--- config.mk ---
export PLATFORM = sky130hd
export DESIGN_NAME = if_fetch
export DESIGN_NICKNAME = d
export VERILOG_FILES = /design/src/rtl/if_fetch.sv
export SDC_FILE = /design/constraint.sdc
export NUM_CORES = 1
export LEC_CHECK = 0
export CORE_UTILIZATION = 52
export CTS_BUF_LIST = sky130_fd_sc_hd__clkbuf_4
export DETAILED_ROUTE_END_ITERATION = 10
export PLACE_DENSITY = 0.88
export SYNTH_ARGS = -nofsm -noshare
export SYNTH_HDL_FRONTEND = slang
export SYNTH_SLANG_ARGS = --single-unit
export TNS_END_PERCENT = 10
--- constraint.sdc ---
create_clock -name clk -period 5 [get_ports clk]
set_clock_uncertainty 0.05 [all_clocks]
set_input_delay 1 -clock clk [delete_from_list [all_inputs] [get_ports clk]]
set_output_delay 1 -clock clk [all_outputs]
set_load 0.02 [all_outputs]
--- src/rtl/if_fetch.sv ---
// if_fetch: instruction fetch stage with a 2-cycle synchronous ROM pipeline, jump redirect and decode hold.
// Define IF_FETCH_PERF_CNT_EN to build the delivered-instruction counter on fetch_cnt_o.
module if_fetch (
    input  logic        clk,
    input  logic        rst,
    input  logic        jump_en_i,
    input  logic [31:0] jump_addr_i,
    input  logic        hold_i,
    output logic [31:0] rom_addr_o,
    input  logic [31:0] rom_inst_i,
    output logic [31:0] inst_o,
    output logic [31:0] inst_addr_o,
    output logic        inst_valid_o,
    output logic [31:0] fetch_cnt_o
);
    localparam logic [31:0] NOP = 32'h00000013;
    logic [31:0] pc_r;
    logic [31:0] req_pc_r;
    logic        req_vld_r;
    // Holding re-reads the word already in flight so it is still on rom_inst_i at release.
    assign rom_addr_o = rst ? 32'd0 : jump_en_i ? jump_addr_i : hold_i ? req_pc_r : pc_r;
    always_ff @(posedge clk) begin
        if (rst) begin
            pc_r         <= '0;
            req_pc_r     <= '0;
            req_vld_r    <= 1'b0;
            inst_o       <= NOP;
            inst_addr_o  <= '0;
            inst_valid_o <= 1'b0;
        end else if (jump_en_i) begin
            pc_r         <= jump_addr_i + 32'd4;
            req_pc_r     <= jump_addr_i;
            req_vld_r    <= 1'b1;
            inst_o       <= NOP;
            inst_addr_o  <= '0;
            inst_valid_o <= 1'b0;
        end else if (!hold_i) begin
            pc_r         <= pc_r + 32'd4;
            req_pc_r     <= pc_r;
            req_vld_r    <= 1'b1;
            inst_o       <= rom_inst_i;
            inst_addr_o  <= req_pc_r;
            inst_valid_o <= req_vld_r;
        end
    end
`ifdef IF_FETCH_PERF_CNT_EN
    logic [31:0] cnt_r;
    always_ff @(posedge clk) begin
        if (rst)
            cnt_r <= '0;
        else if (!jump_en_i && !hold_i && req_vld_r)
            cnt_r <= cnt_r + 32'd1;
    end
    assign fetch_cnt_o = cnt_r;
`else
    assign fetch_cnt_o = '0;
`endif
endmodule

==> run summary, run 1 <==
Status: finished clean
Gate count after technology mapping: 735
GR Util met1: 0.304
Max-slew violation count: 0
Int Pwr: 1.57 mW
Logic area: 3480 um^2
Synth top area cells: sky130_fd_sc_hd__dfxtp_1 (41%), sky130_fd_sc_hd__mux2i_1 (16%), sky130_fd_sc_hd__nor2_1 (8.8%)
Netlist cell types: 52
Instance area at placement: 8050 um^2
Detailed route wirelength on metal3: 1020 um
Chip area: 12800 um^2
Setup slack at placement: 1.07 ns
Worst stage delay on the critical path: 0.63 ns
Fraction of area in multi-input gates: 0.420
Dominant kind of cell: logic gates
Portion of total power attributed to combinational logic: 0.185
RR Startpoint: pc_r[2]$_SDFFE_PP0N_
# clk buffers: 20
Final instance area: 8290 um^2
Clock power frac: 0.300
Cell chosen for the clock root: sky130_fd_sc_hd__clkbuf_4
Share of flip-flops with an asynchronous set or reset: 0
Number of buffers created by CTS: 17
Total of max-cap violations: 0
Total Nets Final: 953
Number of nets with antenna violations after routing: 0
Flop pwr share: 0.516
Average via count per standard cell: 5.45
## run 1: how the worst max path moves through the flow
stage	end	from	cells after the start	slack, ns
after floorplan	rom_addr_o[2]	jump_en_i	7	1.24
after global placement	rom_addr_o[7]	hold_i	7	1.11
after detailed placement	pc_r[28]$_SDFFE_PP0N_	jump_en_i	9	1.07
after CTS	rom_addr_o[5]	jump_en_i	6	1.08
after global routing	rom_addr_o[2]	jump_en_i	5	0.91
final	rom_addr_o[5]	jump_en_i	6	1.07
## run 1: per-stage QoR
step | hold slack, ns | cells | power (mW)
after floorplan | 0.390 | 766 | 1.40
after global placement | 0.404 | 1012 | 1.54
after detailed placement | 0.413 | 1012 | 1.54
after CTS | 0.439 | 1042 | 2.19
after global routing | 0.454 | 1042 | 2.28
final | 0.433 | 1042 | 2.18
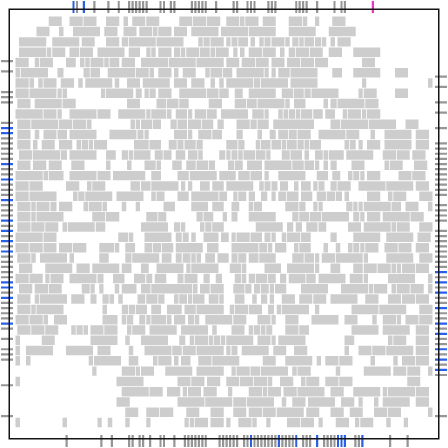
run_1/io_placement.png
Pins as bars across the die edge, other pins in grey.
| colour | port | pins | direction | edge |
|---|---|---|---|---|
| blue | inst_o | 32 | output | 13 left, 9 right, 8 bottom, 2 top |
| magenta | clk | 1 | input | top |
number of port buffers: 164
die height: 113 um
floorplan die width: 113 um

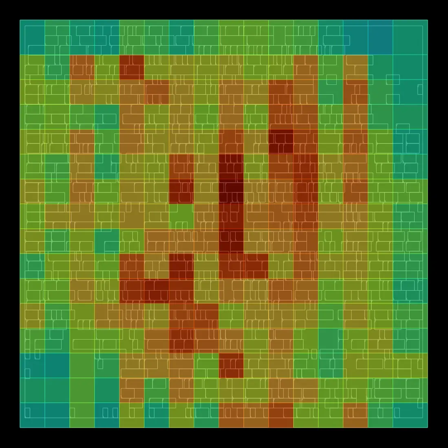
run_1/congestion.png
Routed WL per cell: 14.7 um
GRT met2 Usage: 0.402
Top Usage Layer GRT: met2

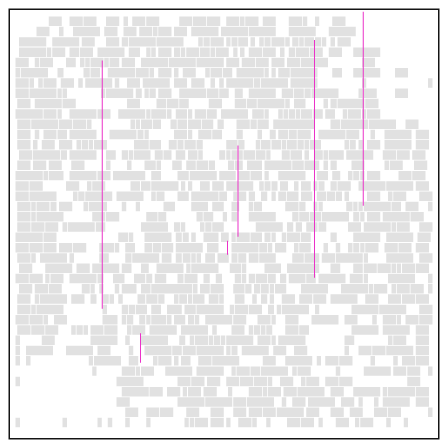
run_1/layer_met4.png
Cells faint in the background.
main direction: vertical
nets with wire on the layer: 4
share of all routed wire: 1.4%
wire length on this layer: 214 um
longest straight run: 65.3 um
WL final: 15400 um
routed via count: 5684

==> run 1 -> run 2 <==
--- a/config.mk
+++ b/config.mk
@@ -5,10 +5,10 @@
 export SDC_FILE = /design/constraint.sdc
 export NUM_CORES = 1
 export LEC_CHECK = 0
-export CORE_UTILIZATION = 52
+export CORE_UTILIZATION = 49
 export CTS_BUF_LIST = sky130_fd_sc_hd__clkbuf_4
 export DETAILED_ROUTE_END_ITERATION = 10
-export PLACE_DENSITY = 0.88
+export PLACE_DENSITY = 0.83
 export SYNTH_ARGS = -nofsm -noshare
 export SYNTH_HDL_FRONTEND = slang
 export SYNTH_SLANG_ARGS = --single-unit
==> constraint.sdc (replaced) <==
create_clock -name clk -period 4.03 [get_ports clk]
set_clock_uncertainty 0.05 [all_clocks]
set_input_delay 0.806 -clock clk [delete_from_list [all_inputs] [get_ports clk]]
set_output_delay 0.806 -clock clk [all_outputs]
set_load 0.02 [all_outputs]
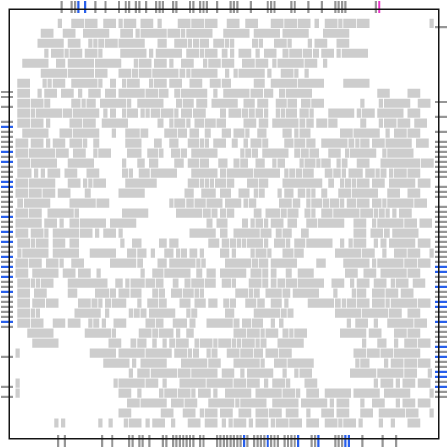
run_2/io_placement.png
Pins as bars across the die edge, other pins in grey.
| colour | port | pins | direction | edge |
|---|---|---|---|---|
| blue | inst_o | 32 | output | 13 left, 11 right, 6 bottom, 2 top |
| magenta | clk | 1 | input | top |
all pins by edge: 54 bottom, 54 right, 48 left, 41 top
floorplan die width: 116 um
die height: 116 um

==> run summary, run 2 <==
Status: finished clean
Share of flip-flops with an asynchronous set or reset: 0 (unchanged)
Number of cells on the critical path: 7 (+1)
Number of port buffers: 164 (unchanged)
Instance area at placement: 8140 um^2 (+1.2%)
WL final: 15800 um (+2.6%)
Detailed route wirelength on metal3: 1190 um (+17%)
Chip area: 13600 um^2 (+6.0%)
Setup slack at placement: 0.438 ns (-0.628 ns)
Worst stage delay on the critical path: 0.64 ns (about the same)
Average via count per standard cell: 5.22 (-4.3%)
RR Startpoint: pc_r[11]$_SDFFE_PP0N_
Cell chosen for the clock root: sky130_fd_sc_hd__clkbuf_4
Number of buffers created by CTS: 17 (unchanged)
Gate count after technology mapping: 735 (unchanged)
Total of max-cap violations: 0 (unchanged)
Top Usage Layer GRT: met2
Final instance area: 8440 um^2 (+1.8%)
GR Util met1: 0.288 (-0.0159)
Hold_ws: 0.442 ns (+0.00846 ns)
Synth top area cells: sky130_fd_sc_hd__dfxtp_1 (41%), sky130_fd_sc_hd__mux2i_1 (16%), sky130_fd_sc_hd__nor2_1 (8.8%)
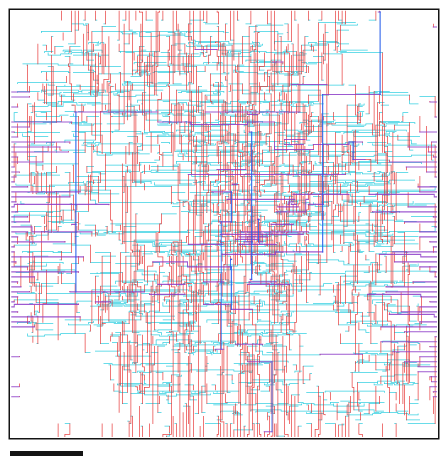
run_2/wires.png
Scale bar: 20 um.
| colour | layer | wire length |
|---|---|---|
| red | metal 2 | 7440 um |
| cyan | metal 1 | 6880 um |
| purple | metal 3 | 1190 um |
| blue | metal 4 | 242 um |
routed via count: 5599
Routed WL per cell: 14.7 um
total global-route track usage: 0.238

==> run 2: cell counts after synthesis <==
No cell type changed its count.
==> run 2: final cells by class <==
| type | count | area [um^2] | area share |
|---|---|---|---|
| tap | 172 | 215 | 0.0255 |
| clock buffer | 24 | 180 | 0.0214 |
| timing repair buffer | 182 | 1820 | 0.216 |
| clock inverter | 7 | 109 | 0.0129 |
| antenna | 1 | 2.50 | 0.000297 |
| multi-input combinational | 550 | 3480 | 0.412 |
| sequential | 130 | 2600 | 0.309 |
| inverter | 7 | 26.3 | 0.00311 |
==> run 2: power by group <==
part	internal [mW]	switching (mW)	leakage (nW)
registers	1.34	0.0499	1.07
clock network	0.471	0.447	0.166
logic	0.238	0.269	2.15
total	2.05	0.766	3.38
Power is estimated from default activity; no workload was simulated.
